$ cat src/rtl/eclk_bus_sequencer.sv
`default_nettype none
// +-----------------------------------------------------------------------------------+
// | eclk_bus_sequencer: 6800-style E clock generator with DTACK / VPA-VMA / timeout    |
// | bus-cycle termination FSM.                                        Revision: 1.0     |
// +-----------------------------------------------------------------------------------+
module eclk_bus_sequencer #(
  parameter  int E_PERIOD   = 10,
  parameter  int E_RISE     = 4,
  parameter  int E_FALL     = 8,
  parameter  int VMA_SAMPLE = 2,
  parameter  int TIMEOUT    = 255,
  localparam int PW         = $clog2(E_PERIOD)
) (
  input  logic          CLK7M,
  input  logic          RESET,
  input  logic          AS,
  input  logic          VPA,
  input  logic          DTACK,
  input  logic          CPUSPACE,
  output logic          E,
  output logic          VMA,
  output logic          DSACK,
  output logic          BERR,
  output logic [PW-1:0] EPHASE,
  output logic          BUSY
);

  localparam int TW = (TIMEOUT > 0) ? $clog2(TIMEOUT + 1) : 1;
  localparam bit TMO_EN = (TIMEOUT != 0);

  localparam logic [PW-1:0] PH_LAST   = PW'(E_PERIOD - 1);
  localparam logic [PW-1:0] PH_RISE   = PW'(E_RISE);
  localparam logic [PW-1:0] PH_FALL   = PW'(E_FALL);
  localparam logic [PW-1:0] PH_SAMPLE = PW'(VMA_SAMPLE);
  localparam logic [TW-1:0] TMR_LAST  = TW'((TIMEOUT > 0) ? TIMEOUT - 1 : 0);
  localparam logic [TW-1:0] TMR_MAX   = {TW{1'b1}};

  typedef enum logic [2:0] {
    S_IDLE    = 3'd0,
    S_DTWAIT  = 3'd1,
    S_VPAWAIT = 3'd2,
    S_VMACYC  = 3'd3,
    S_ACK     = 3'd4,
    S_BUSERR  = 3'd5
  } state_t;

  state_t        state_q, state_d;
  logic [PW-1:0] ephase_q, ephase_d;
  logic [TW-1:0] timer_q, timer_d;
  logic          e_q, e_d;
  logic          vma_q, vma_d;
  logic          dsack_q, dsack_d;
  logic          berr_q, berr_d;

  always_comb begin
    ephase_d = (ephase_q == PH_LAST) ? '0 : ephase_q + 1'b1;

    e_d = e_q;
    if (ephase_q == PH_RISE) begin
      e_d = 1'b1;
    end else if (ephase_q == PH_FALL) begin
      e_d = 1'b0;
    end

    state_d = state_q;
    timer_d = timer_q;
    vma_d   = vma_q;
    dsack_d = dsack_q;
    berr_d  = berr_q;

    case (state_q)
      S_IDLE: begin
        // CPU-space cycles are terminated by other logic, so they never leave IDLE here
        if (!AS && !CPUSPACE) begin
          state_d = S_DTWAIT;
          timer_d = '0;
        end
      end
      S_DTWAIT: begin
        if (AS) begin
          state_d = S_IDLE;
          vma_d   = 1'b1;
          dsack_d = 1'b1;
          berr_d  = 1'b1;
        end else if (!DTACK) begin
          state_d = S_ACK;
          dsack_d = 1'b0;
        end else if (!VPA) begin
          state_d = S_VPAWAIT;
        end else begin
          if (timer_q != TMR_MAX) begin
            timer_d = timer_q + 1'b1;
          end
          if (TMO_EN && (timer_q == TMR_LAST)) begin
            state_d = S_BUSERR;
            berr_d  = 1'b0;
          end
        end
      end
      S_VPAWAIT: begin
        if (AS) begin
          state_d = S_IDLE;
          vma_d   = 1'b1;
          dsack_d = 1'b1;
          berr_d  = 1'b1;
        end else if (ephase_q == PH_SAMPLE) begin
          state_d = S_VMACYC;
          vma_d   = 1'b0;
        end
      end
      S_VMACYC: begin
        if (AS) begin
          state_d = S_IDLE;
          vma_d   = 1'b1;
          dsack_d = 1'b1;
          berr_d  = 1'b1;
        end else if (ephase_q == PH_FALL) begin
          // acknowledge lands on the same edge that drops E
          state_d = S_ACK;
          dsack_d = 1'b0;
        end
      end
      S_ACK: begin
        if (AS) begin
          state_d = S_IDLE;
          dsack_d = 1'b1;
          vma_d   = 1'b1;
        end
      end
      S_BUSERR: begin
        if (AS) begin
          state_d = S_IDLE;
          berr_d  = 1'b1;
        end
      end
      default: begin
        state_d = S_IDLE;
        vma_d   = 1'b1;
        dsack_d = 1'b1;
        berr_d  = 1'b1;
      end
    endcase
  end

  always_ff @(posedge CLK7M or negedge RESET) begin
    if (!RESET) begin
      state_q  <= S_IDLE;
      ephase_q <= '0;
      timer_q  <= '0;
      e_q      <= 1'b0;
      vma_q    <= 1'b1;
      dsack_q  <= 1'b1;
      berr_q   <= 1'b1;
    end else begin
      state_q  <= state_d;
      ephase_q <= ephase_d;
      timer_q  <= timer_d;
      e_q      <= e_d;
      vma_q    <= vma_d;
      dsack_q  <= dsack_d;
      berr_q   <= berr_d;
    end
  end

  assign E      = e_q;
  assign VMA    = vma_q;
  assign DSACK  = dsack_q;
  assign BERR   = berr_q;
  assign EPHASE = ephase_q;
  assign BUSY   = (state_q != S_IDLE);

endmodule
`default_nettype wire
$ cat config.mk
export PLATFORM = sky130hd
export DESIGN_NAME = eclk_bus_sequencer
export DESIGN_NICKNAME = d
export VERILOG_FILES = /design/src/rtl/eclk_bus_sequencer.sv
export SDC_FILE = /design/constraint.sdc
export NUM_CORES = 1
export LEC_CHECK = 0
export ABC_AREA = 1
export CORE_UTILIZATION = 55
export DETAILED_ROUTE_END_ITERATION = 6
export PLACE_DENSITY = 0.78
export SLEW_MARGIN = 20
export SYNTH_ARGS = -nofsm -noshare
export SYNTH_HDL_FRONTEND = slang
export SYNTH_SLANG_ARGS = --single-unit
export TNS_END_PERCENT = 100
$ cat constraint.sdc
create_clock -name CLK7M -period 2.1 [get_ports CLK7M]
set_clock_uncertainty 0.2 [all_clocks]
set_input_delay 0.42 -clock CLK7M [delete_from_list [all_inputs] [get_ports CLK7M]]
set_output_delay 0.42 -clock CLK7M [all_outputs]
set_load 0.02 [all_outputs]
**Run 1: I/O pins on the die edge**

Pins as bars across the die edge, other pins in grey.
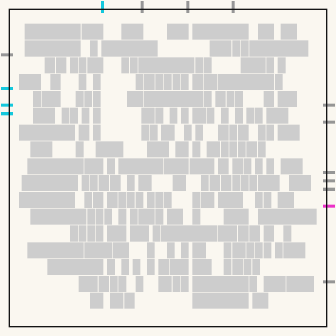
legend:
  EPHASE:
    colour: cyan
    pins: 4
    direction: output
    edge: 3 left, 1 top
  BERR:
    colour: magenta
    pins: 1
    direction: output
    edge: right
Die Wd: 51.11 µm
Port Buf Inserts: 14
die y size: 51.11 µm

**Run 1: sequential cells coloured by netlist name**

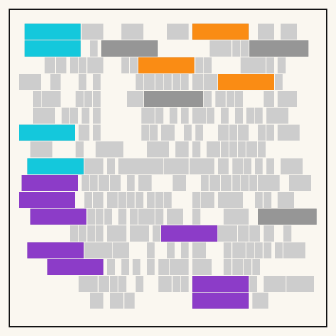
legend:
  state_q:
    colour: orange
    sequential_cells: 3
  timer_q:
    colour: purple
    sequential_cells: 8
  EPHASE:
    colour: cyan
    sequential_cells: 4
Sequential Power: 494 µW
fraction of area in registers: 31.04%

**Run 1: wiring by layer**

Only two layers are drawn.
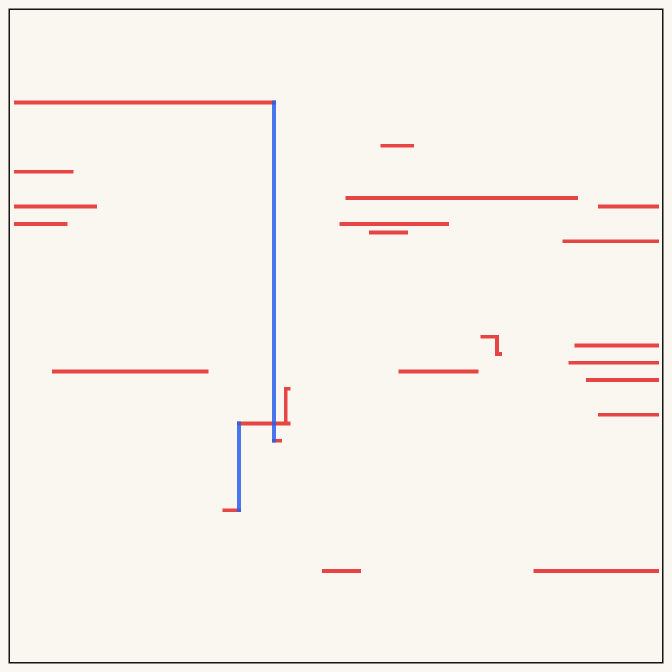
legend:
  M3:
    colour: red
    wire_length: 142 µm
  M4:
    colour: blue
    wire_length: 33.3 µm
Total Wirelength: 2.745 mm
Vias: 1,231
DR WL/cell: 11.63 µm

**Run 1: congestion heat map**

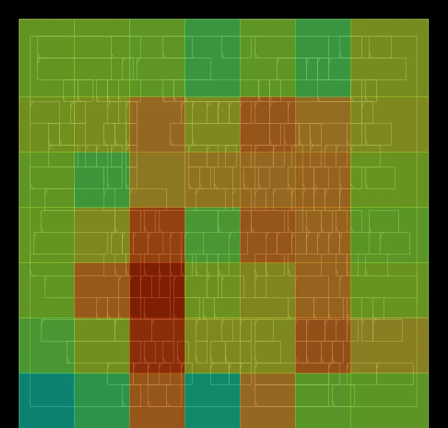
met2 GRT Util: 39.47%
GRT Util Overall: 24.83%
met3 track utilization from global routing: 3.869%
GR Util met1: 33.14%
GRT busiest layer: met2

==> notes.md, run 1 <==
yosys + openroad results -> run status=complete, no violations, Yosys chip area=around 0.0013 mm², Worst EP arrival=~1.4 ns, hold-fix buffers at CTS=0, largest net degree at the start of global routing=14, Max Clk Rate=just under 500 MHz, Non-clk invs=25, Max Slew Vio Count=0, syn_nets=~200, Pre-Place Util=around 59%, P per Cell Area=roughly 1100 mW/mm², top-level port count=15, synth warn=0, area leader, netlist=dfrtp_1, final worst hold slack=0.1853 ns, final setup vio count=0, reg2reg path depth=9, Metal-1 WL=1.287 mm, Mapped Cells=about 190, fin area=about 0.0015 mm², DRT Pass-1 Iters=4, dominant synthesized flop cell=dfrtp_1, antenna fix cells=0, Cell Count, Final, Fillers Out=between 200 and 250, Clk pin slew, worst setup/hold paths=0.10 ns, RSZ-0062 raised after global routing=no, comb_multi_in=142, min-delay worst type=primary input to async pin, max cap viols=0, WS Path Type=flop to output pin, Netlist cell types=27, antenna-violating nets left=0, Crit. path cell count=1
==> run 2: changes to the inputs <==
CORE_UTILIZATION = 45   (was 55)
PLACE_DENSITY = 0.66   (was 0.78)
SKIP_CTS_REPAIR_TIMING = 1   (was not set)
==> notes.md, run 2 <==
yosys + openroad results -> antenna fix cells=0 (unchanged), Non-clk invs=25 (unchanged), Max Slew Vio Count=0 (unchanged), final worst hold slack=0.2473 ns (+0.06195 ns), Clk pwr share=between 10% and 20%, fraction of area in registers=31.01% (about the same), RSZ-0062 raised after global routing=no, P per Cell Area=1094 mW/mm² (+0.90%), min-delay worst type=primary input to async pin, synth warn=0 (unchanged), Mapped Cells=189 (unchanged), final setup vio count=0 (unchanged), Yosys chip area=0.001326 mm² (unchanged), WS Path Type=flop to output pin, Worst EP arrival=1.43 ns (about the same), top-level port count=15 (unchanged), Sequential Power=494 µW (about the same), max cap viols=0 (unchanged), Post-synth EDFFs=0, antenna-violating nets left=0 (unchanged), Worst EP required=between 1 and 1.5 ns, DRT Pass-1 Iters=4 (unchanged), area leader, netlist=dfrtp_1, comb_multi_in=142 (unchanged), GRT busiest layer=met2, Max H-tree Level=1, Crit. path cell count=1 (unchanged), GR Util met1=26.28% (-6.9 points), run status=complete, no violations, fin area=0.001545 mm² (about the same), reg2reg path depth=8 (-1), Clock-cell share=1.781%, WL met3=just over 70 µm, Netlist cell types=27 (unchanged), Syn-to-layout area delta=16.51%, Top cells by area=dfrtp_1, nand2_1, nor2_1, largest net degree at the start of global routing=20 (+6), dominant synthesized flop cell=dfrtp_1, Clk pin slew, worst setup/hold paths=0.11 ns (about the same), Metal-1 WL=1.294 mm (+0.54%), Port Buf Inserts=14 (unchanged)
**Run 2: the metal 3 layer**

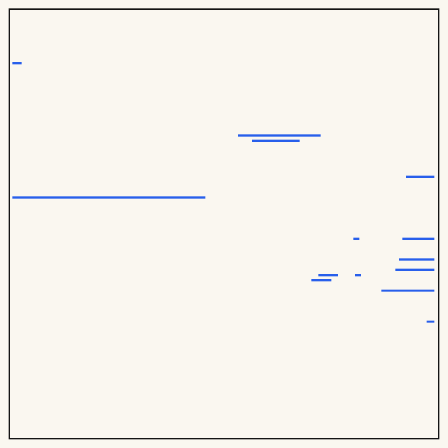
main direction: horizontal
wire length on this layer: 71.5 µm
nets with wire on the layer: 12
Vias: 1,233
Total Wirelength: 2.858 mm
met3 track utilization from global routing: 2.304%

**Run 2: I/O pins on the die edge**

Pins as bars across the die edge, other pins in grey.
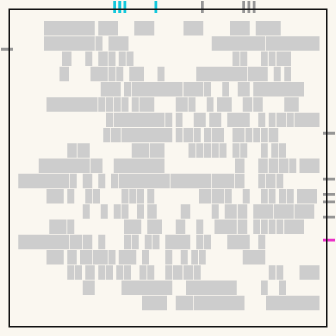
legend:
  BERR:
    colour: magenta
    pins: 1
    direction: output
    edge: right
  EPHASE:
    colour: cyan
    pins: 4
    direction: output
    edge: top
all pins by edge: 8 top, 6 right, 1 left
Die Wd: 56.29 µm
die y size: 56.29 µm

**Run 2: wiring by layer**

Only two layers are drawn.
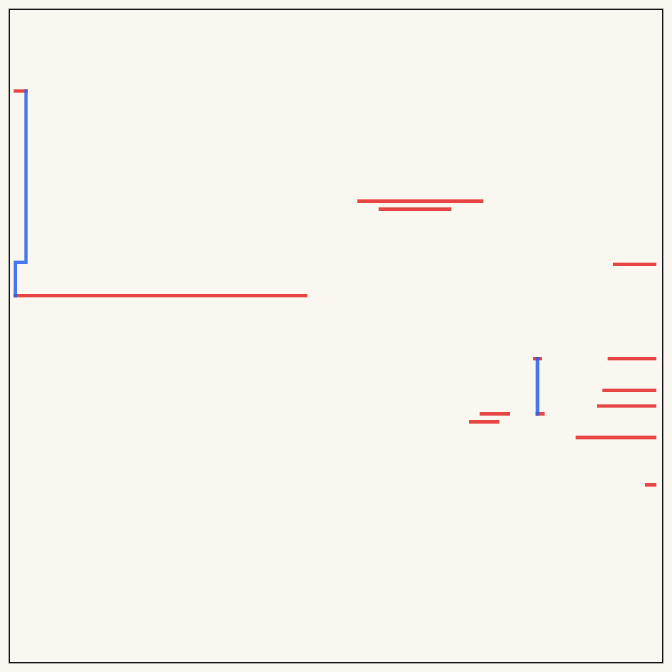
legend:
  M3:
    colour: red
    wire_length: 71.5 µm
  M4:
    colour: blue
    wire_length: 23.4 µm
GRT Util Overall: 20.33%
DR WL/cell: 12.01 µm

==> run 3: changes to the inputs <==
CTS_BUF_LIST = sky130_fd_sc_hd__clkbuf_4   (was not set)
**Run 3: I/O pins on the die edge**

Pins as bars across the die edge, other pins in grey.
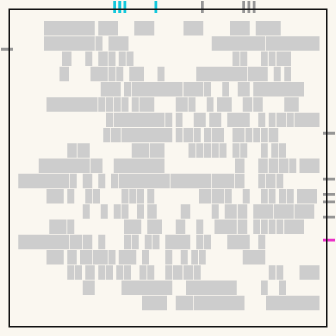

**Run 3: congestion heat map**

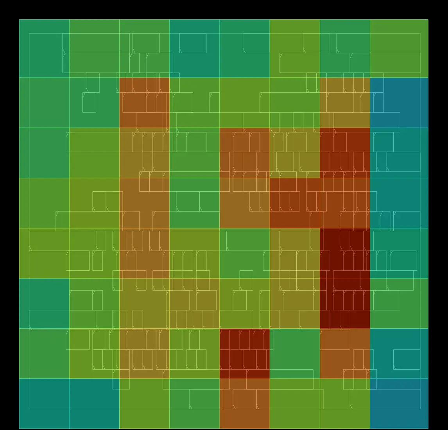
GR Util met1: 26.28%
met2 GRT Util: 34.35%
final design utilization: 55.56%

**Run 3: sequential cells coloured by netlist name**

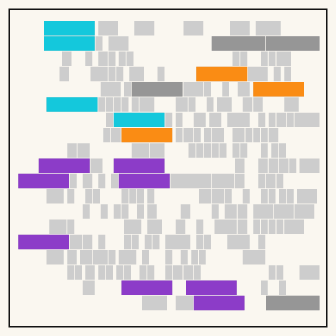
fraction of area in registers: 31.01%
Flop area: 479.2 µm²

==> notes.md, run 3 <==
yosys + openroad results -> run status=complete, no violations, WL met3=71 µm (unchanged), Max H-tree Level=1 (unchanged), area leader, netlist=dfrtp_1, Non-clk invs=25 (unchanged), Netlist cell types=27 (unchanged), comb_multi_in=142 (unchanged), Sequential Power=494 µW (about the same), RSZ-0062 raised after global routing=no, Port Buf Inserts=14 (unchanged), Total Wirelength=2.858 mm (unchanged), Metal-1 WL=1.294 mm (unchanged), Crit. path cell count=1 (unchanged), GRT busiest layer=met2, DR WL/cell=12.01 µm (unchanged), final worst hold slack=0.2473 ns (unchanged), Worst EP arrival=1.43 ns (about the same), GRT Util Overall=20.33% (unchanged), max cap viols=0 (unchanged), WS Path Type=flop to output pin, Worst EP required=1.48 ns (about the same), Max Slew Vio Count=0 (unchanged), Syn-to-layout area delta=16.51% (unchanged)
Power figures rest on the tool's default switching activity, not on a simulated workload.
